<file path="config.mk">
export PLATFORM = sky130hd
export DESIGN_NAME = decoded_frame_streamer
export DESIGN_NICKNAME = d
export VERILOG_FILES = /design/src/rtl/decoded_frame_streamer.sv
export SDC_FILE = /design/constraint.sdc
export NUM_CORES = 2
export LEC_CHECK = 0
export CORE_ASPECT_RATIO = 0.8
export CORE_MARGIN = 5
export CORE_UTILIZATION = 51
export CTS_CLUSTER_DIAMETER = 120
export DETAILED_ROUTE_END_ITERATION = 10
export GPL_ROUTABILITY_DRIVEN = 1
export PLACE_DENSITY = 0.76
export SYNTH_ARGS = -nofsm -noshare
export SYNTH_HDL_FRONTEND = slang
export SYNTH_SLANG_ARGS = --single-unit
</file>
<file path="constraint.sdc">
create_clock -name clk -period 16.1 [get_ports clk]
set_clock_uncertainty 0.05 [all_clocks]
set_input_delay 3.22 -clock clk [delete_from_list [all_inputs] [get_ports clk]]
set_output_delay 3.22 -clock clk [all_outputs]
set_load 0.1 [all_outputs]
</file>
<file path="src/rtl/decoded_frame_streamer.sv">
// decoded_frame_streamer
// Captures decoded frames from the pulse decoder, streams them MSB-byte-first
// over an 8-bit valid/ready link and flags whether the trailing CRC-16 matches.
// One pending-frame slot absorbs a frame that arrives while another is being
// streamed. Any further arrivals are dropped and counted.
module decoded_frame_streamer #(
   parameter int          FRAME_BYTES = 28,
   parameter logic [15:0] CRC_POLY    = 16'h1021,
   parameter logic [15:0] CRC_INIT    = 16'hFFFF,
   parameter int          CNT_W       = 8
) (
   input  logic                     clk,
   input  logic                     rst,
   input  logic [FRAME_BYTES*8-1:0] frame_in,
   input  logic                     frame_valid,
   output logic [7:0]               m_data,
   output logic                     m_valid,
   input  logic                     m_ready,
   output logic                     m_last,
   output logic                     m_crc_ok,
   output logic                     busy,
   output logic [CNT_W-1:0]         drop_cnt,
   output logic [15:0]              frame_cnt
);

   localparam int FW    = FRAME_BYTES * 8;
   localparam int IDX_W = $clog2(FRAME_BYTES);
   // Index of the first CRC byte. Bytes below this index feed the CRC.
   // Stepping past this index presents the final byte.
   localparam logic [IDX_W-1:0] IDX_PRELAST = IDX_W'(FRAME_BYTES - 2);

   localparam logic [0:0] S_IDLE = 1'b0;
   localparam logic [0:0] S_SEND = 1'b1;

   logic [0:0]       state_q, state_d;
   logic [FW-1:0]    active_q, active_d;
   logic [FW-1:0]    pend_q, pend_d;
   logic             pend_full_q, pend_full_d;
   logic [IDX_W-1:0] idx_q, idx_d;
   logic [15:0]      crc_q, crc_d;
   logic [7:0]       data_q, data_d;
   logic             last_q, last_d;
   logic             ok_q, ok_d;
   logic [CNT_W-1:0] drop_q, drop_d;
   logic [15:0]      fcnt_q, fcnt_d;

   logic             beat, last_beat, load;
   logic [FW-1:0]    load_frame;

   // CCITT CRC-16 byte update: MSB-first, non-reflected.
   function automatic logic [15:0] crc_byte(input logic [15:0] crc, input logic [7:0] b);
      logic [15:0] c;
      c = crc ^ {b, 8'h00};
      for (int i = 0; i < 8; i++) begin
         c = c[15] ? ((c << 1) ^ CRC_POLY) : (c << 1);
      end
      return c;
   endfunction

   // Byte 0 is the most significant byte of the frame.
   function automatic logic [7:0] frame_byte(input logic [FW-1:0] f, input logic [IDX_W-1:0] idx);
      return f[(FRAME_BYTES - 1 - int'(idx)) * 8 +: 8];
   endfunction

   // Next-state logic: buffer management, byte sequencing and CRC accumulation.
   always_comb begin
      state_d     = state_q;
      active_d    = active_q;
      pend_d      = pend_q;
      pend_full_d = pend_full_q;
      idx_d       = idx_q;
      crc_d       = crc_q;
      data_d      = data_q;
      last_d      = last_q;
      ok_d        = ok_q;
      drop_d      = drop_q;
      fcnt_d      = fcnt_q;
      load        = 1'b0;
      load_frame  = frame_in;

      beat      = (state_q == S_SEND) && m_ready;
      last_beat = beat && last_q;

      if (state_q == S_IDLE) begin
         if (frame_valid) begin
            load = 1'b1;
         end
      end else if (last_beat) begin
         fcnt_d = fcnt_q + 16'd1;
         if (pend_full_q) begin
            // Pending frame moves up; a coincident arrival refills the slot.
            load       = 1'b1;
            load_frame = pend_q;
            if (frame_valid) begin
               pend_d = frame_in;
            end else begin
               pend_full_d = 1'b0;
            end
         end else if (frame_valid) begin
            load = 1'b1;
         end else begin
            state_d = S_IDLE;
            idx_d   = '0;
            last_d  = 1'b0;
            ok_d    = 1'b0;
         end
      end else begin
         if (frame_valid) begin
            if (!pend_full_q) begin
               pend_d      = frame_in;
               pend_full_d = 1'b1;
            end else if (drop_q != {CNT_W{1'b1}}) begin
               drop_d = drop_q + 1'b1;
            end
         end
         if (beat) begin
            idx_d  = idx_q + 1'b1;
            data_d = frame_byte(active_q, idx_q + 1'b1);
            last_d = (idx_q == IDX_PRELAST);
            // CRC is final once byte FRAME_BYTES-3 has been taken.
            ok_d   = (idx_q == IDX_PRELAST) && (crc_q == active_q[15:0]);
            if (idx_q < IDX_PRELAST) begin
               crc_d = crc_byte(crc_q, data_q);
            end
         end
      end

      if (load) begin
         state_d  = S_SEND;
         active_d = load_frame;
         data_d   = load_frame[FW-1 -: 8];
         idx_d    = '0;
         last_d   = 1'b0;
         ok_d     = 1'b0;
         crc_d    = CRC_INIT;
      end
   end

   // State and datapath registers; reset drops any active or pending frame.
   always_ff @(posedge clk or posedge rst) begin
      if (rst) begin
         state_q     <= S_IDLE;
         active_q    <= '0;
         pend_q      <= '0;
         pend_full_q <= 1'b0;
         idx_q       <= '0;
         crc_q       <= CRC_INIT;
         data_q      <= '0;
         last_q      <= 1'b0;
         ok_q        <= 1'b0;
         drop_q      <= '0;
         fcnt_q      <= '0;
      end else begin
         state_q     <= state_d;
         active_q    <= active_d;
         pend_q      <= pend_d;
         pend_full_q <= pend_full_d;
         idx_q       <= idx_d;
         crc_q       <= crc_d;
         data_q      <= data_d;
         last_q      <= last_d;
         ok_q        <= ok_d;
         drop_q      <= drop_d;
         fcnt_q      <= fcnt_d;
      end
   end

   assign m_data    = data_q;
   assign m_valid   = (state_q == S_SEND);
   assign m_last    = last_q;
   assign m_crc_ok  = ok_q;
   assign busy      = (state_q == S_SEND);
   assign drop_cnt  = drop_q;
   assign frame_cnt = fcnt_q;

endmodule

</file>
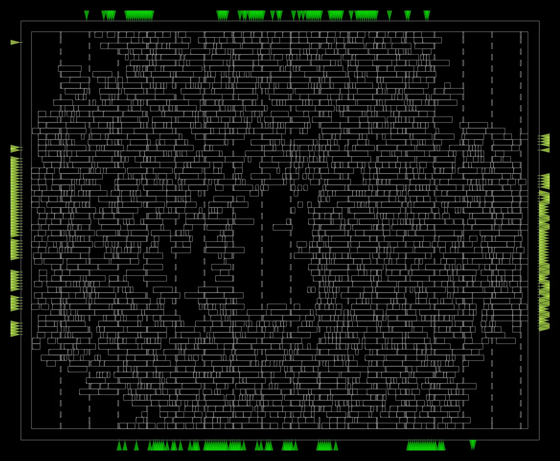
(images/final_placement.png)
Filler Cell Count: 3,599
num tapcells: 612
final cell count without fillers: 2,975
standard cell core area: 45,370 um2
Final Util: 0.6128

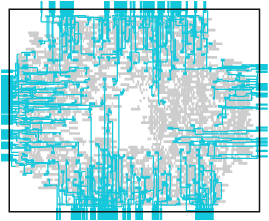
(images/port_nets.png)
Scale: 1 px per um.
| port | colour | bits | direction | end cells | buffers | wire |
|---|---|---|---|---|---|---|
| frame_in | cyan | 224 | input | 448 | 224 | 12,100 um |

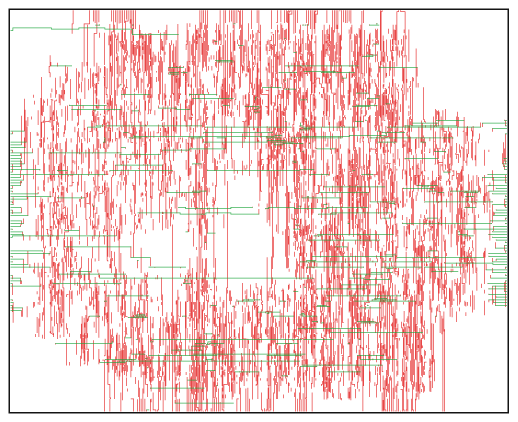
(images/metal_stack.png)
Scale: 2 px per um. Only two layers are drawn.
| layer | colour | wire length |
|---|---|---|
| met3 | green | 4,110 um |
| met2 | red | 28.7 mm |
final WL: 61,040 um
via count of the routed design: 17,240
overall fraction of global-route tracks in use: 0.2405
per-cell routed wire length: 20.52 um

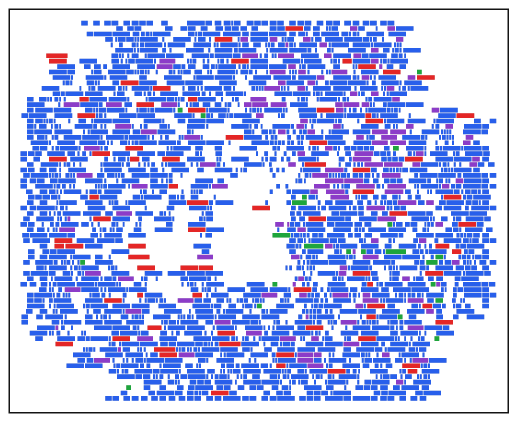
(images/drive_strength.png)
Scale: 2 px per um.
| size | colour | cells | share |
|---|---|---|---|
| drive 6 and up | red | 77 | 3.3% |
| drive 1 or less | blue | 2,109 | 89% |
| drive 2 | purple | 151 | 6.4% |
| drive 3 to 4 | green | 22 | 0.93% |
synth-to-layout area growth: 19.52%
Non-Filler Cell Area, Final: 27,800 um2
setup ws final: 9078 ps
Non-CTS buffers: 277

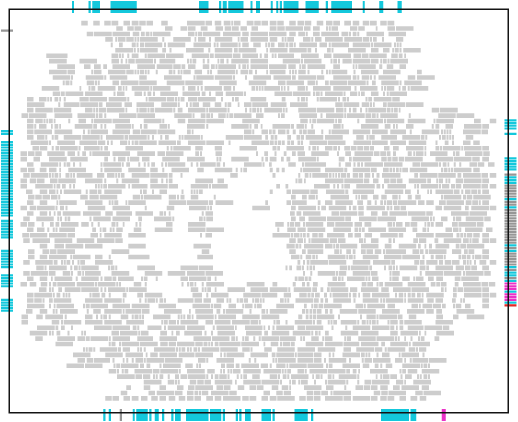
(images/pins.png)
Scale: 2 px per um. Pins as bars across the die edge, other pins in grey.
| port | colour | pins | direction | edge |
|---|---|---|---|---|
| busy | red | 1 | output | right |
| frame_in | cyan | 224 | input | 74 top, 73 bottom, 54 left, 23 right |
| drop_cnt | magenta | 8 | output | 6 right, 2 bottom |
all pins by edge: 76 bottom, 74 top, 59 right, 55 left
number of buffers added on ports: 263
die height: 201.0 um
horizontal die size: 248.8 um

==> ds_physical_params.txt <==
Physical design parameters

Parameter                              Value

Timing
  Endpoints failing setup    0
  Post-Route Setup TNS    0 ps

Clock tree
  Clock buffer count from CTS    51
  Clock network latency to the later pin of the worst-skew pair    600 ps
  Total number of clock tree sinks    505
  # H-tree levels    2

Global route
  Pin count of the biggest net entering global routing    225
  Antenna violations before repair    4

Min path
  Hold Path Sink    pend_q[72]
  Cells on Worst Hold Path    1

Placed design
  Area after DPL    about 26,000 um2
  Final Wtd Congestion    ~0.84
  Placement-stage worst setup slack    8504 ps

Finish
  Leading registers by flop count    active_q x224, pend_q x224
  Logic inverters    9
  Seq area share    0.4554
  FFs & Latches    505
  Multi-input comb cells    1,473
  Ant. Diodes    4
  Non-clk buf share    0.09982
  Combinational gate area    9759 um2
  Net count, final    between 2,000 and 3,000

Synthesis
  Number of distinct library cell variants in the gate-level netlist after synthesis    roughly 55
  Avg Inst Size Synth    10.86 um2
  Post-synth design cell area    23,260 um2
  Area reported by Yosys stat    23,260 um2
  Syn Nets    between 2,000 and 2,500
  Top cell type's share of synthesized area    0.5261

Power
  Sequential share of power    0.385
  Share of total power in combinational logic    0.371
  Pwr Total    5.170 mW
  Switching power total    1.898 mW
  Switch share    0.3671
  Power per unit of standard cell area    about 190 nW/um2

Critical path
  Logic depth of the worst setup path including buffers    8
  Data arrival time of the worst path    approximately 7500 ps
  Depth of the most critical reg-to-reg path    9
  CP most frequent cell    sky130_fd_sc_hd__buf_4
  Slack of the worst reg-to-reg path    11,060 ps
  Start point of the critical path    m_ready

Status
  Status    complete, no violations

Floorplan
  Count of boundary I/O pins    264

Drt
  Remaining antenna violation count after routing    0
Power and IR drop assume default switching activity.
